**config.mk**
```make
export PLATFORM = sky130hd
export DESIGN_NAME = demux8_deser
export DESIGN_NICKNAME = d
export VERILOG_FILES = /design/src/rtl/demux8_deser.sv
export SDC_FILE = /design/constraint.sdc
export NUM_CORES = 1
export LEC_CHECK = 0
export ABC_AREA = 1
export CAP_MARGIN = 20
export CORE_ASPECT_RATIO = 1.1
export CORE_MARGIN = 2
export CORE_UTILIZATION = 44
export CTS_CLUSTER_DIAMETER = 120
export CTS_CLUSTER_SIZE = 24
export DETAILED_ROUTE_END_ITERATION = 6
export PLACE_DENSITY = 0.76
export REMOVE_ABC_BUFFERS = 1
export SLEW_MARGIN = 20
export SYNTH_ARGS = -nofsm -noshare
export SYNTH_HDL_FRONTEND = slang
export SYNTH_SLANG_ARGS = --single-unit
export TNS_END_PERCENT = 20
```
**constraint.sdc**
```tcl
create_clock -name clk -period 1.15 [get_ports clk]
set_input_delay 0.23 -clock clk [delete_from_list [all_inputs] [get_ports clk]]
set_output_delay 0.23 -clock clk [all_outputs]
set_load 0.02 [all_outputs]
```
**src/rtl/demux8_deser.sv**
```systemverilog
// demux8_deser: serial-to-parallel receiver for an 8-to-1 mux link.
//
// Each accepted bit (din_valid=1) is written into slot position k of a
// collect register. frame_start marks slot 0. When the last slot fills,
// the word is published on q with a one-cycle q_valid pulse.
//
// Parameters:
//   N   slots per frame / width of q (power of 2, >= 2)
//   SW  slot counter width (log2 N)
//
// Ports:
//   clk          rising-edge clock
//   rst_n        synchronous reset, active low
//   din          serial data bit
//   din_valid    din carries a real bit this cycle
//   frame_start  din is slot 0 of a new frame (with din_valid)
//   q            last complete frame, q[k] = bit from slot k
//   q_valid      one-cycle pulse when q updates
//   slot         slot index the next accepted bit is written to
//   busy         partial frame held (state != IDLE)
//   frame_abort  one-cycle pulse: partial frame dropped by frame_start
//   parity_err   one-cycle pulse with q_valid on parity mismatch
//
// Optional feature macro: DEMUX_PARITY_EN
//   When defined, each frame is followed by one even-parity bit
//   (XOR of the N data bits) and parity_err reports a mismatch.
//   When undefined, parity_err is tied to 0.

module demux8_deser #(
    parameter int N  = 8,
    parameter int SW = 3
) (
    input  logic          clk,
    input  logic          rst_n,
    input  logic          din,
    input  logic          din_valid,
    input  logic          frame_start,
    output logic [N-1:0]  q,
    output logic          q_valid,
    output logic [SW-1:0] slot,
    output logic          busy,
    output logic          frame_abort,
    output logic          parity_err
);

`ifdef DEMUX_PARITY_EN
    typedef enum logic [1:0] {
        S_IDLE    = 2'd0,
        S_COLLECT = 2'd1,
        S_PARITY  = 2'd2
    } state_t;
`else
    typedef enum logic [1:0] {
        S_IDLE    = 2'd0,
        S_COLLECT = 2'd1
    } state_t;
`endif

    state_t        r_state;
    logic [N-1:0]  r_shift;
    logic [N-1:0]  r_q;
    logic          r_q_valid;
    logic [SW-1:0] r_slot;
    logic          r_busy;
    logic          r_abort;
    logic          r_perr;

    logic [N-1:0]  w_asm;
    logic [N-1:0]  w_fresh;
    logic          w_last;

    // Collect register with the current bit dropped into its slot.
    always_comb begin
        w_asm         = r_shift;
        w_asm[r_slot] = din;
    end

    // Start of a new frame: everything but slot 0 cleared so
    // leftovers from an abandoned frame cannot reach q.
    assign w_fresh = {{(N-1){1'b0}}, din};
    assign w_last  = (r_slot == SW'(N - 1));

    always_ff @(posedge clk) begin
        if (!rst_n) begin
            r_state   <= S_IDLE;
            r_shift   <= '0;
            r_q       <= '0;
            r_q_valid <= 1'b0;
            r_slot    <= '0;
            r_busy    <= 1'b0;
            r_abort   <= 1'b0;
            r_perr    <= 1'b0;
        end else begin
            r_q_valid <= 1'b0;
            r_abort   <= 1'b0;
            r_perr    <= 1'b0;
            if (din_valid) begin
                unique case (r_state)
                    S_IDLE: begin
                        // Bits without frame_start are dropped here.
                        if (frame_start) begin
                            r_shift <= w_fresh;
                            r_slot  <= SW'(1);
                            r_busy  <= 1'b1;
                            r_state <= S_COLLECT;
                        end
                    end
                    S_COLLECT: begin
                        if (frame_start) begin
                            r_abort <= 1'b1;
                            r_shift <= w_fresh;
                            r_slot  <= SW'(1);
                        end else if (w_last) begin
                            r_shift <= w_asm;
                            r_slot  <= '0;
`ifdef DEMUX_PARITY_EN
                            r_state <= S_PARITY;
`else
                            r_q       <= w_asm;
                            r_q_valid <= 1'b1;
                            r_busy    <= 1'b0;
                            r_state   <= S_IDLE;
`endif
                        end else begin
                            r_shift <= w_asm;
                            r_slot  <= r_slot + SW'(1);
                        end
                    end
`ifdef DEMUX_PARITY_EN
                    S_PARITY: begin
                        if (frame_start) begin
                            r_abort <= 1'b1;
                            r_shift <= w_fresh;
                            r_slot  <= SW'(1);
                            r_state <= S_COLLECT;
                        end else begin
                            // Even parity: din must equal XOR of data.
                            r_q       <= r_shift;
                            r_q_valid <= 1'b1;
                            r_perr    <= din ^ (^r_shift);
                            r_busy    <= 1'b0;
                            r_state   <= S_IDLE;
                        end
                    end
`endif
                    default: begin
                        r_state <= S_IDLE;
                        r_busy  <= 1'b0;
                        r_slot  <= '0;
                    end
                endcase
            end
        end
    end

    assign q           = r_q;
    assign q_valid     = r_q_valid;
    assign slot        = r_slot;
    assign busy        = r_busy;
    assign frame_abort = r_abort;

`ifdef DEMUX_PARITY_EN
    assign parity_err = r_perr;
`else
    assign parity_err = 1'b0;
    logic w_unused;
    assign w_unused = r_perr;
`endif

endmodule

```
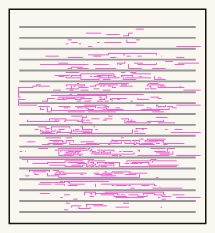
**Above:** run 1 (met1 routing).
(4 px per µm) Supply wires on this layer in grey.
main direction: horizontal
share of all routed wire: 47%
longest straight run: 27.1 µm
nets with wire on the layer: 163
wire length on this layer: 1100 µm

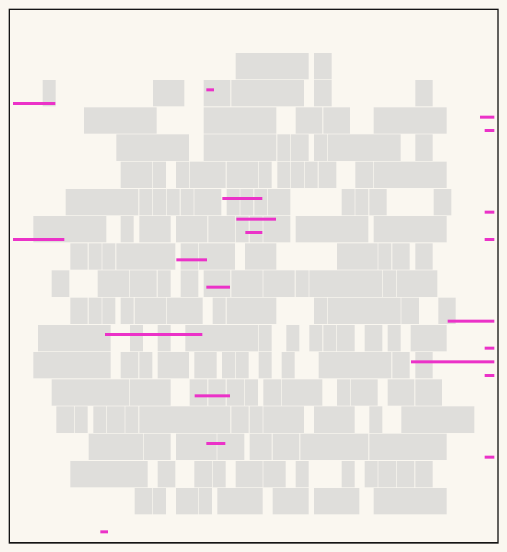
**Above:** run 1 (metal 3).
(10 px per µm)
nets with wire on the layer: 18
main direction: horizontal
via total after detailed routing: 999
met3 track demand over resource in global routing: 0.0198
Post-Route WL: 2.36 mm

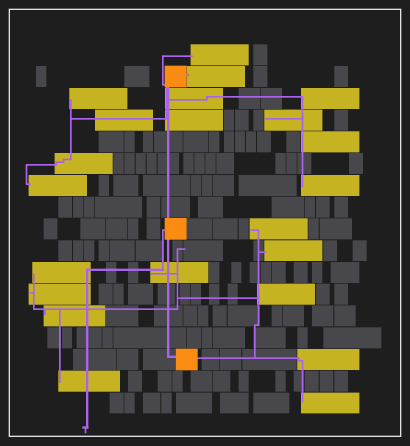
**Above:** run 1 (clock distribution).
(8 px per µm)
[orange] clock-net drivers | count: 3
[yellow] flip-flops | count: 22
[purple] clock wires | length: 244 µm
flops lie: all over the die

==> flow_summary.json, run 1 <==
{
  "status": "finished, violations left",
  "failed_checks": "negative setup slack",
  "min-delay-path-class": "in -> reg",
  "synth_stat.cells": 132,
  "critPathSlowestCell": "sky130_fd_sc_hd__dfxtp_2",
  "regToRegStartpoint": "slot[1]",
  "ys_async_sr_fraction": 0,
  "setup_viol_count_final": 6,
  "worst_setup_path_endpoint": "q[4]",
  "top_level_ports": 20,
  "biggest_area_contributors_in_the_synthesized_netlist": "sky130_fd_sc_hd__dfxtp_1 (45%), sky130_fd_sc_hd__nand2_1 (20%), sky130_fd_sc_hd__nand3_1 (8.3%)",
  "startpoint": "slot[1]",
  "cpLargestDelayFamily": "flip-flops",
  "timing.critical_path.mode_cell": "sky130_fd_sc_hd__nand2_1",
  "cts_made_buffers": 3,
  "max_stage_delay_ps": 360,
  "core_um2": 2040,
  "timing.max_cap.violations": 0,
  "timing_hold_violations_final": 0,
  "hold_buf_cts": 0,
  "clk_root_buffer_cell": "sky130_fd_sc_hd__clkbuf_4",
  "area.sequential_um2": 445,
  "syn-instance-count": 132,
  "cp_num_cells": 8,
  "placed_cells_incl_taps": 186,
  "finalWorstSetupSlack_ps": -8.80,
  "most_common_cell_in_the_synthesized_netlist": "sky130_fd_sc_hd__nand2_1",
  "maxSlewViolCount": 0,
  "diodes": 0,
  "period_minus_slack_ps": 1160,
  "clk_transition_reported_paths_ps": 120,
  "cts_htree_levels": 1,
  "top_cell_area_share": 0.455
}
==> run 1: per-stage QoR <==
step / hold slack [ps] / setup TNS, ps / util
after global placement: 449 / -5600 / 0.615
after global routing: 410 / -804 / 0.684
final: 381 / -31.8 / 0.684
after floorplan: 355 / -2380 / -
after detailed placement: 453 / -6430 / 0.615
after CTS: 470 / -263 / 0.636
==> run 1: worst min path at each step <==
stage | cells after the start | from | slack, ps | to
final | 4 | frame_start | 380 | frame_abort
after floorplan | 2 | rst_n | 360 | busy
after detailed placement | 2 | r_shift[5] | 450 | r_shift[5]
after global routing | 4 | frame_start | 410 | q_valid
after CTS | 2 | r_shift[5] | 470 | r_shift[5]
after global placement | 2 | r_shift[0] | 450 | r_shift[0]
==> run 1: layout by cell type (no fill, tap or decap), types with 3 or more instances in the layout <==
master,n
sky130_fd_sc_hd__nand2_1,49
sky130_fd_sc_hd__dfxtp_1,18
sky130_fd_sc_hd__nand3_1,13
sky130_fd_sc_hd__buf_2,12
sky130_fd_sc_hd__buf_4,11
sky130_fd_sc_hd__a21oi_1,7
sky130_fd_sc_hd__o21ai_2,6
sky130_fd_sc_hd__a21oi_2,5
sky130_fd_sc_hd__dfxtp_2,4
sky130_fd_sc_hd__inv_2,3
sky130_fd_sc_hd__nand3_2,3
sky130_fd_sc_hd__nand2_2,3
sky130_fd_sc_hd__clkbuf_4,3
sky130_fd_sc_hd__buf_6,3
==> run 1: routing by layer <==
metal	up-vias	track usage	routed length, µm
li1	510	-	-
met1	457	0.211	1100
met2	27	0.308	1150
met3	5	0.0198	54
met4	0	0.114	55
met5	-	0	0
==> run 1: where the power goes <==
part | internal [mW] | leakage (nW) | switching (mW)
logic | 0.0687 | 0.447 | 0.106
clock network | 0.194 | 0.0210 | 0.229
registers | 0.772 | 0.179 | 0.00570
==> run 1: sequential cells by signal, indices dropped and copies added (netlist names) <==
name / count
q: 8
r_shift: 8
slot: 3
busy: 1
frame_abort: 1
q_valid: 1
==> run 1: what timing repair did <==
action	in CTS	in global routing
setup buffers	1	2
endpoints found under the setup margin	32	25
resized	57	38
pin swaps	3	7
cloned	2	0
==> run 1: logic make-up after synthesis <==
logic type | after synthesis | share of synthesized area
flip-flops | 22 | 0.455
buffers and inverters | 11 | 0.0543
other | 1 | 0.00387
AND-OR/OR-AND | 21 | 0.109
AND/OR/NAND/NOR | 75 | 0.353
adder cells (fa/ha/maj) | 2 | 0.0258
==> run 1: area by class of cell <==
class,instances,area share
multi-input cells,101,0.426
flip-flops and latches,22,0.319
repair buffers,32,0.176
inverters,8,0.0278
clock buffers,4,0.0260
well taps,28,0.0251
==> run 1: tightest hold or removal path: cells and delay by family <==
family | cells | cell delay [ps]
buffers and inverters | 2 | 290
AND/OR/NAND/NOR | 2 | 150
==> run 2, diff against run 1 <==
--- a/config.mk
+++ b/config.mk
@@ -5,11 +5,10 @@
 export SDC_FILE = /design/constraint.sdc
 export NUM_CORES = 1
 export LEC_CHECK = 0
-export ABC_AREA = 1
 export CAP_MARGIN = 20
 export CORE_ASPECT_RATIO = 1.1
 export CORE_MARGIN = 2
-export CORE_UTILIZATION = 44
+export CORE_UTILIZATION = 45
 export CTS_CLUSTER_DIAMETER = 120
 export CTS_CLUSTER_SIZE = 24
 export DETAILED_ROUTE_END_ITERATION = 6
==> flow_summary.json, run 2 <==
{
  "max_stage_delay_ps": 380,
  "critPathSlowestCell": "sky130_fd_sc_hd__dfxtp_4",
  "setup_viol_count_final": 14,
  "diodes": 0,
  "internal_power_mw": 1.05,
  "syn-instance-count": 106,
  "switchingPower_uw": 340,
  "top_level_ports": 20,
  "comb_power_share": 0.134,
  "switching_share": 0.245,
  "failed_checks": "negative setup slack",
  "core_um2": 2230,
  "clockPowerShare": 0.309,
  "ys_async_sr_fraction": 0,
  "timing.max_cap.violations": 0,
  "finalWorstSetupSlack_ps": -52.2,
  "vias": 965,
  "min-delay-path-class": "in -> reg",
  "placed_cells_incl_taps": 164,
  "final_common_cell": "sky130_fd_sc_hd__dfxtp_1",
  "highest_signal_layer": "met4",
  "timing_hold_violations_final": 0,
  "status": "finished, violations left",
  "seq_power_share": 0.557,
  "detailroute.wirelength.met2_mm": 1.27
}
[run 2: netlist changes by cell type in the layout (fill, tap and decap cells not counted), moves of 6 or more]
| cell | change |
|---|---|
| sky130_fd_sc_hd__o2bb2ai_1 | +8 |
| sky130_fd_sc_hd__nand3_1 | -8 |
| sky130_fd_sc_hd__o21ai_2 | -6 |
| sky130_fd_sc_hd__mux2i_1 | +9 |
| sky130_fd_sc_hd__nand3b_1 | +6 |
| sky130_fd_sc_hd__nand2_1 | -41 |
[run 2: routing by layer]
| layer | vias to the layer above | track usage |
|---|---|---|
| li1 | 470 | - |
| met1 | 462 | 0.241 |
| met2 | 24 | 0.336 |
| met3 | 9 | 0.0191 |
| met4 | 0 | 0.102 |
| met5 | - | 0 |
[run 2: area by class of cell]
type | count | area share
inverter | 2 | 0.00516
timing repair buffer | 37 | 0.200
clock buffer | 4 | 0.0250
sequential | 22 | 0.312
multi-input combinational | 76 | 0.433
tap | 30 | 0.0258
[run 2: worst min-delay path, stage by stage]
cell                             delay [ps]
sky130_fd_sc_hd__dlymetal6s2s_1         160
sky130_fd_sc_hd__buf_4                  160
sky130_fd_sc_hd__a21oi_1                 70
sky130_fd_sc_hd__nor2b_1                 90
[run 2: what timing repair did]
action,in CTS,in global routing
gates cloned,2,0
gates resized,70,15
setup endpoints to repair,34,24
pin swaps,6,5
buffers inserted,0,1
[run 2: cell families after synthesis]
group	after synthesis	share of synthesized area
other cells	1	0.00356
compound gates	26	0.180
mux	9	0.0856
fa+ha+maj	2	0.0238
flops	22	0.419
buf+inv	10	0.0606
simple gates	36	0.228
[run 2: final timing paths]
check,start,to,cells past startpoint
worst min register to register,r_shift[0],r_shift[0],2
worst min-delay path,frame_start,busy,4
worst max-delay path,slot[0],q[2],5
worst max register to register,slot[0],q[2],5
[run 2: through the flow]
stage / setup WS [ps] / util / TNS [ps] / total power [mW] / hold slack, ps
final: -52.2 / 0.652 / -345 / 1.39 / 427
after global routing: -124 / 0.652 / -1220 / 1.43 / 456
after CTS: -38.3 / 0.636 / -358 / 1.39 / 455
after detailed placement: -376 / 0.605 / -6780 / 0.957 / 447
after global placement: -332 / 0.605 / -6200 / 0.954 / 449
after floorplan: -366 / - / -4520 / 0.866 / 369
[run 2: power by group through the flow]
| stage | combinational, mW | clock (mW) | sequential (mW) |
|---|---|---|---|
| after floorplan | 0.0566 | 0 | 0.809 |
| after global placement | 0.161 | 0 | 0.793 |
| after detailed placement | 0.163 | 0 | 0.794 |
| after CTS | 0.172 | 0.439 | 0.775 |
| after global routing | 0.198 | 0.461 | 0.774 |
| final | 0.186 | 0.429 | 0.773 |
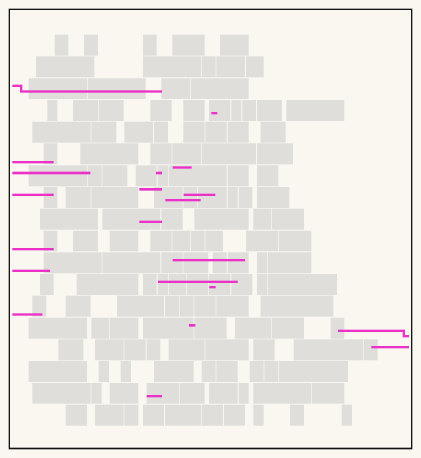
**Above:** run 2 (metal 3).
(8 px per µm)
share of all routed wire: 3.9%
longest straight run: 17.5 µm
main direction: horizontal
nets with wire on the layer: 16
wire length on this layer: 100 µm

No activity file was given, so power comes from the tool's default toggle rates.
